Fig. 1: close-up of the layout
Region (134, 35) to (164, 65) um. Cells in grey, sequential cells in the stronger grey; small squares are vias.
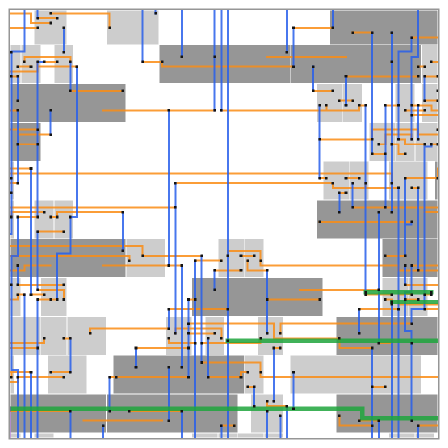
Fig. 2: sequential cells grouped by signal name
The bar under the picture is 50 um long. Other sequential cells in the stronger grey, the rest of the logic in the fainter grey.
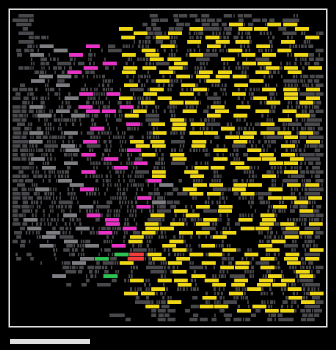
==> config.mk <==
export PLATFORM = sky130hd
export DESIGN_NAME = fetch_unit
export DESIGN_NICKNAME = d
export VERILOG_FILES = /design/src/rtl/fetch_pkg.sv /design/src/rtl/sync_fifo.sv /design/src/rtl/fetch_unit.sv
export SDC_FILE = /design/constraint.sdc
export NUM_CORES = 1
export LEC_CHECK = 0
export ABC_AREA = 1
export CAP_MARGIN = 40
export CORE_MARGIN = 1
export CORE_UTILIZATION = 40
export CTS_CLUSTER_SIZE = 12
export DETAILED_ROUTE_END_ITERATION = 7
export MAX_ROUTING_LAYER = met4
export PLACE_DENSITY_LB_ADDON = 0.15
export SLEW_MARGIN = 0
export SYNTH_ARGS = -nofsm -noshare
export SYNTH_HDL_FRONTEND = slang
export SYNTH_SLANG_ARGS = --single-unit
export TNS_END_PERCENT = 100
==> constraint.sdc <==
create_clock -name clk -period 6.15 [get_ports clk]
set_clock_uncertainty 0.05 [all_clocks]
set_input_delay 1.23 -clock clk [delete_from_list [all_inputs] [get_ports clk]]
set_output_delay 1.23 -clock clk [all_outputs]
set_load 0.1 [all_outputs]
==> src/rtl/fetch_pkg.sv <==
// Shared constants and helpers for the instruction-fetch front end.
// Optional feature macro: JUMP_PREDECODE_EN (used by fetch_unit).
package fetch_pkg;

    localparam int         INSTR_W = 32;
    localparam logic [5:0] OP_J    = 6'b000010;
    localparam logic [5:0] OP_JAL  = 6'b000011;

    function automatic logic [31:0] jump_target(
        input logic [31:0] pc,
        input logic [31:0] ins
    );
        logic [31:0] pc4;
        pc4 = pc + 32'd4;
        return {pc4[31:28], ins[25:0], 2'b00};
    endfunction

    function automatic logic is_jump(input logic [31:0] ins);
        return (ins[31:26] == OP_J) || (ins[31:26] == OP_JAL);
    endfunction

endpackage

==> src/rtl/sync_fifo.sv <==
// Synchronous FIFO with registered storage, flush, and simultaneous
// push/pop (also when full).
module sync_fifo #(
    parameter int WIDTH = 8,
    parameter int DEPTH = 4
) (
    input  logic                   clk,
    input  logic                   rst_n,
    input  logic                   push_i,
    input  logic [WIDTH-1:0]       wdata_i,
    input  logic                   pop_i,
    input  logic                   flush_i,
    output logic [WIDTH-1:0]       rdata_o,
    output logic                   full_o,
    output logic                   empty_o,
    output logic [$clog2(DEPTH):0] count_o
);
    localparam int AW = $clog2(DEPTH);
    localparam int CW = AW + 1;

    logic [WIDTH-1:0] mem_q [DEPTH];
    logic [AW-1:0]    rd_q;
    logic [AW-1:0]    wr_q;
    logic [CW-1:0]    cnt_q;
    logic             do_push;
    logic             do_pop;

    assign empty_o = (cnt_q == '0);
    assign full_o  = (cnt_q == CW'(DEPTH));
    assign count_o = cnt_q;
    assign rdata_o = mem_q[rd_q];
    assign do_pop  = pop_i && !empty_o && !flush_i;
    assign do_push = push_i && !flush_i;

    always_ff @(posedge clk or negedge rst_n) begin
        if (!rst_n) begin
            rd_q  <= '0;
            wr_q  <= '0;
            cnt_q <= '0;
            for (int i = 0; i < DEPTH; i++) begin
                mem_q[i] <= '0;
            end
        end else if (flush_i) begin
            rd_q  <= '0;
            wr_q  <= '0;
            cnt_q <= '0;
        end else begin
            if (do_push) begin
                mem_q[wr_q] <= wdata_i;
                wr_q        <= wr_q + 1'b1;
            end
            if (do_pop) begin
                rd_q <= rd_q + 1'b1;
            end
            cnt_q <= cnt_q + CW'(do_push) - CW'(do_pop);
        end
    end

endmodule

==> src/rtl/fetch_unit.sv <==
// Fetch front end: fetch PC, credit-limited imem requests, prefetch queue.
// Define JUMP_PREDECODE_EN to resolve J/JAL as soon as they return.
module fetch_unit
    import fetch_pkg::*;
#(
    parameter int              XLEN     = 32,
    parameter int              DEPTH    = 4,
    parameter logic [XLEN-1:0] RESET_PC = '0
) (
    input  logic               clk,
    input  logic               reset,
    output logic               imem_req_valid,
    input  logic               imem_req_ready,
    output logic [XLEN-1:0]    imem_req_addr,
    input  logic               imem_rsp_valid,
    input  logic [INSTR_W-1:0] imem_rsp_data,
    output logic               instr_valid,
    input  logic               instr_ready,
    output logic [INSTR_W-1:0] instr,
    output logic [XLEN-1:0]    instr_pc,
    input  logic               redirect_valid,
    input  logic [XLEN-1:0]    redirect_pc
);
    localparam int CW = $clog2(DEPTH) + 1;
    localparam int QW = XLEN + INSTR_W;

    logic [XLEN-1:0] fetch_pc_q, fetch_pc_d;
    logic [XLEN-1:0] rsp_pc_q, rsp_pc_d;
    logic [CW-1:0]   inflight_q, inflight_d;
    logic [CW-1:0]   drop_q, drop_d;
    logic [CW-1:0]   q_count;
    logic [CW:0]     used;
    logic [QW-1:0]   q_rdata;
    logic            q_full, q_empty, q_push, q_pop;
    logic            req_fire, rsp_keep, jump_hit;

    assign rsp_keep = imem_rsp_valid && (drop_q == '0);
`ifdef JUMP_PREDECODE_EN
    assign jump_hit = rsp_keep && !redirect_valid
                      && is_jump(imem_rsp_data);
`else
    assign jump_hit = 1'b0;
`endif

    // Credits cover queued entries plus every outstanding request.
    assign used = {1'b0, q_count} + {1'b0, inflight_q};
    assign imem_req_valid = reset && !redirect_valid && !jump_hit
                            && (used < (CW+1)'(DEPTH));
    assign imem_req_addr  = fetch_pc_q;
    assign req_fire       = imem_req_valid && imem_req_ready;

    assign q_push      = rsp_keep && !redirect_valid;
    assign instr_valid = !q_empty;
    assign q_pop       = instr_valid && instr_ready && !redirect_valid;
    assign {instr_pc, instr} = q_rdata;

    // Kept responses are sequential from the last redirect target,
    // so a running PC replaces a per-request PC queue.
    always_comb begin
        inflight_d = inflight_q + CW'(req_fire) - CW'(imem_rsp_valid);
        fetch_pc_d = req_fire ? fetch_pc_q + XLEN'(4) : fetch_pc_q;
        rsp_pc_d   = q_push ? rsp_pc_q + XLEN'(4) : rsp_pc_q;
        drop_d     = drop_q;
        if (imem_rsp_valid && (drop_q != '0)) begin
            drop_d = drop_q - 1'b1;
        end
        if (redirect_valid) begin
            fetch_pc_d = {redirect_pc[XLEN-1:2], 2'b00};
            rsp_pc_d   = {redirect_pc[XLEN-1:2], 2'b00};
            drop_d     = inflight_d;
        end
`ifdef JUMP_PREDECODE_EN
        else if (jump_hit) begin
            fetch_pc_d = jump_target(rsp_pc_q, imem_rsp_data);
            rsp_pc_d   = jump_target(rsp_pc_q, imem_rsp_data);
            drop_d     = inflight_d;
        end
`endif
    end

    always_ff @(posedge clk or negedge reset) begin
        if (!reset) begin
            fetch_pc_q <= RESET_PC;
            rsp_pc_q   <= RESET_PC;
            inflight_q <= '0;
            drop_q     <= '0;
        end else begin
            fetch_pc_q <= fetch_pc_d;
            rsp_pc_q   <= rsp_pc_d;
            inflight_q <= inflight_d;
            drop_q     <= drop_d;
        end
    end

    sync_fifo #(
        .WIDTH (QW),
        .DEPTH (DEPTH)
    ) u_queue (
        .clk     (clk),
        .rst_n   (reset),
        .push_i  (q_push),
        .wdata_i ({rsp_pc_q, imem_rsp_data}),
        .pop_i   (q_pop),
        .flush_i (redirect_valid),
        .rdata_o (q_rdata),
        .full_o  (q_full),
        .empty_o (q_empty),
        .count_o (q_count)
    );

    always @(posedge clk) begin
        if (reset) begin
            assert (!(q_push && q_full && !q_pop));
        end
    end

endmodule

==> flow_summary.ini <==
; synthesis and place-and-route metrics
[detailed_routing]
wl_mm = 43.0
drt_iter0_drc = 953
drtAntennaViolNets = 0
num_vias = 13700
wl_per_cell_um = 16.3
drt_pass1_iterations = 6
viasPerCell = 5.17
remaining_drc_errors = 0

[setup_path]
reg2reg_depth = 12
worstSetupPathType = reg -> out
cpPeakStageDelay_ns = 0.97
crit_fanout = 75
required_ns = 4.87
crit_chain = buf_4 -> o21ai_0 -> o22ai_1 -> clkdlybuf4s50_1 -> buf_16
r2r-end = drop_q[2]
r2r_slack_ns = 3.09
crit_arrival_ns = 3.36
cp_num_buf_inv = 3
crit_end = instr[1]
reg2reg_from = u_queue.count_o[2]
startpoint = u_queue.rd_q[0]
crit_cells = 5
worst_path_max_delay_cell = dfrtp_4
worstSetupStartpointType = register

[cts]
cts.sinks = 321
post-cts-setup-buffer-count = 0
cts_resized = 0
cts_buffers = 38
htree_levels = 2
cts_hold_buffers = 0
cts_buffer_depth = 3

[logic_synthesis]
syn_area_per_cell_um2 = 8.07
compound_area_share_pct = 17.9
fa_ha_area_share_pct = 1.40
ys_area_um2 = 15400
yosys_warnings = 0
ys_seq_elements = 321
synth-edff-count = 0
simple_gate_share_pct = 20.5
syn_area_um2 = 15400
ff_type = dfrtp_1
synth_cells = 1908
synth_cell_types = 37
synthXorXnorAreaFrac_pct = 1.25
mux_share_pct = 0
synth-seq-area-share_pct = 52.2
ys_cells = 1908
async_flop_share_pct = 100

[power_and_ir_drop]
ir_drop_mv = 0.460
p_sw_share_pct = 45.8
p_seq_share_pct = 25.6
internal-power_mw = 6.35
p_leak_nw = 9.38
pwr-share-comb_pct = 55.1
comb_power_mw = 6.44
maxPowerGroup = combinational logic
powerSeq_mw = 2.99
p_clk_share_pct = 19.3
p_per_area_nw_per_um2 = 577

[floorplanning]
core-area_um2 = 37800
fp.dieW_um = 198
die_y_um = 198
rows = 71
ioPinCount = 168
chipArea_um2 = 39300
fp-utilization_pct = 40.8

[global_route]
use_met1_pct = 31.2
grt_max_degree = 84
gr-usage-met2_pct = 36.4
grt.overflow.total = 0
grt_pass1_vias = 13100
antenna_found_initial = 0
grt_pass1_wl_mm = 69.5
grt_use_total_pct = 22.9
met3_usage_pct = 2.84
grt-busiest-layer = met2

[run]
warnings = 32
maxCapViolations = 0

[layout]
nets = 2197
area_growth_pct = 31.8
mostFrequentLayoutCell = nand2_1
diodes = 0
fin_area_um2 = 20300
layout.cells.non_filler = 2647
drive_above_1_share_pct = 9.27
lay_top_cells = nand2_1 (472), o21ai_0 (400), dfrtp_1 (319)
largest_reg_flops = 248

[timing]
timing.final.hold_violations = 0
fin_crit_sh_pct = 75.5
max_freq_ghz = 0.215
setup_tns_ns = 0
worst_pin_slew_ns = 0.859
rsz0062_at_grt = no
setup_viol = 0
slew_headroom_pct = 42.8
finalMaxSlewViolations = 0
holdWs_ns = 0.427
layout_min_cycle_time_ns = 4.64

[placed_design]
dpl_cell_area_um2 = 19000
io_buffers = 161
dp_cells = 2582
gp_congestion = 0.906

[worst_hold_path]
holdCritPathClass = reg -> reg

[status]
outcome = finished clean
-- Fig. 1 (at the start) --
| layer | colour |
|---|---|
| met3 | green |
| met1 | orange |
| met4 | purple |
| met2 | blue |
most frequent: dfrtp_1 (12), o21ai_0 (10), nand2_1 (9)
netlist names of flops here include: `u_queue.mem_q` (12)
cells with their middle in the window: 46
sequential cells in the window: 12

-- Fig. 2 (at the start) --
| netlist name | colour | sequential cells |
|---|---|---|
| `u_queue.mem_q` | yellow | 248 |
| `u_queue.rd_q` | red | 2 |
| `rsp_pc_q` | magenta | 30 |
| `u_queue.count_o` | green | 3 |

-- cell type report --
class	count	area [um^2]
sequential	321	8040
clock inverter	11	144
clock buffer	54	1110
timing repair buffer	274	3520
multi-input combinational	1346	6350
inverter	130	492
fill	3529	17500
tap	511	639
-- cells in the mapped netlist (all sizes together) (4+ instances only) --
library cell / count / area, um^2
nand3: 73 / 370
a21oi: 22 / 110
xor2: 18 / 158
nand2: 479 / 1810
o21ai: 403 / 2020
inv: 128 / 483
ha: 14 / 175
dfrtp: 321 / 8030
buf: 53 / 329
o21bai: 4 / 30.0
clkbuf: 61 / 229
o22ai: 63 / 394
xnor2: 4 / 35.0
o211ai: 16 / 120
nand4: 12 / 75.1
nor2: 213 / 840
nor3: 6 / 35.0
-- how the worst min path moves through the flow --
stage,from,end,cells after the start
floorplan,u_queue.mem_q[100],u_queue.mem_q[100],2
global placement,u_queue.mem_q[116],u_queue.mem_q[116],2
detailed placement,u_queue.mem_q[90],u_queue.mem_q[90],2
CTS,u_queue.mem_q[90],u_queue.mem_q[90],2
global route,u_queue.mem_q[75],u_queue.mem_q[75],2
finish,u_queue.mem_q[137],u_queue.mem_q[137],2
-- per-stage QoR --
stage | power, mW | setup slack, ns | utilization [%]
final | 11.7 | 1.51 | 53.7
after global routing | 12.3 | 1.38 | 53.7
after CTS | 11.8 | 1.48 | 53.7
after detailed placement | 9.49 | 1.97 | 50.4
after global placement | 7.99 | 1.66 | 45.7
after floorplan | 6.78 | 2.12 | -
-- per-layer routing --
metal	vias to the layer above	part of all wire (%)
met4	0	1.9
met2	367	46
met5	-	0
li1	6682	-
met1	6568	47
met3	69	4.7
No activity file was given, so power comes from the tool's default toggle rates.
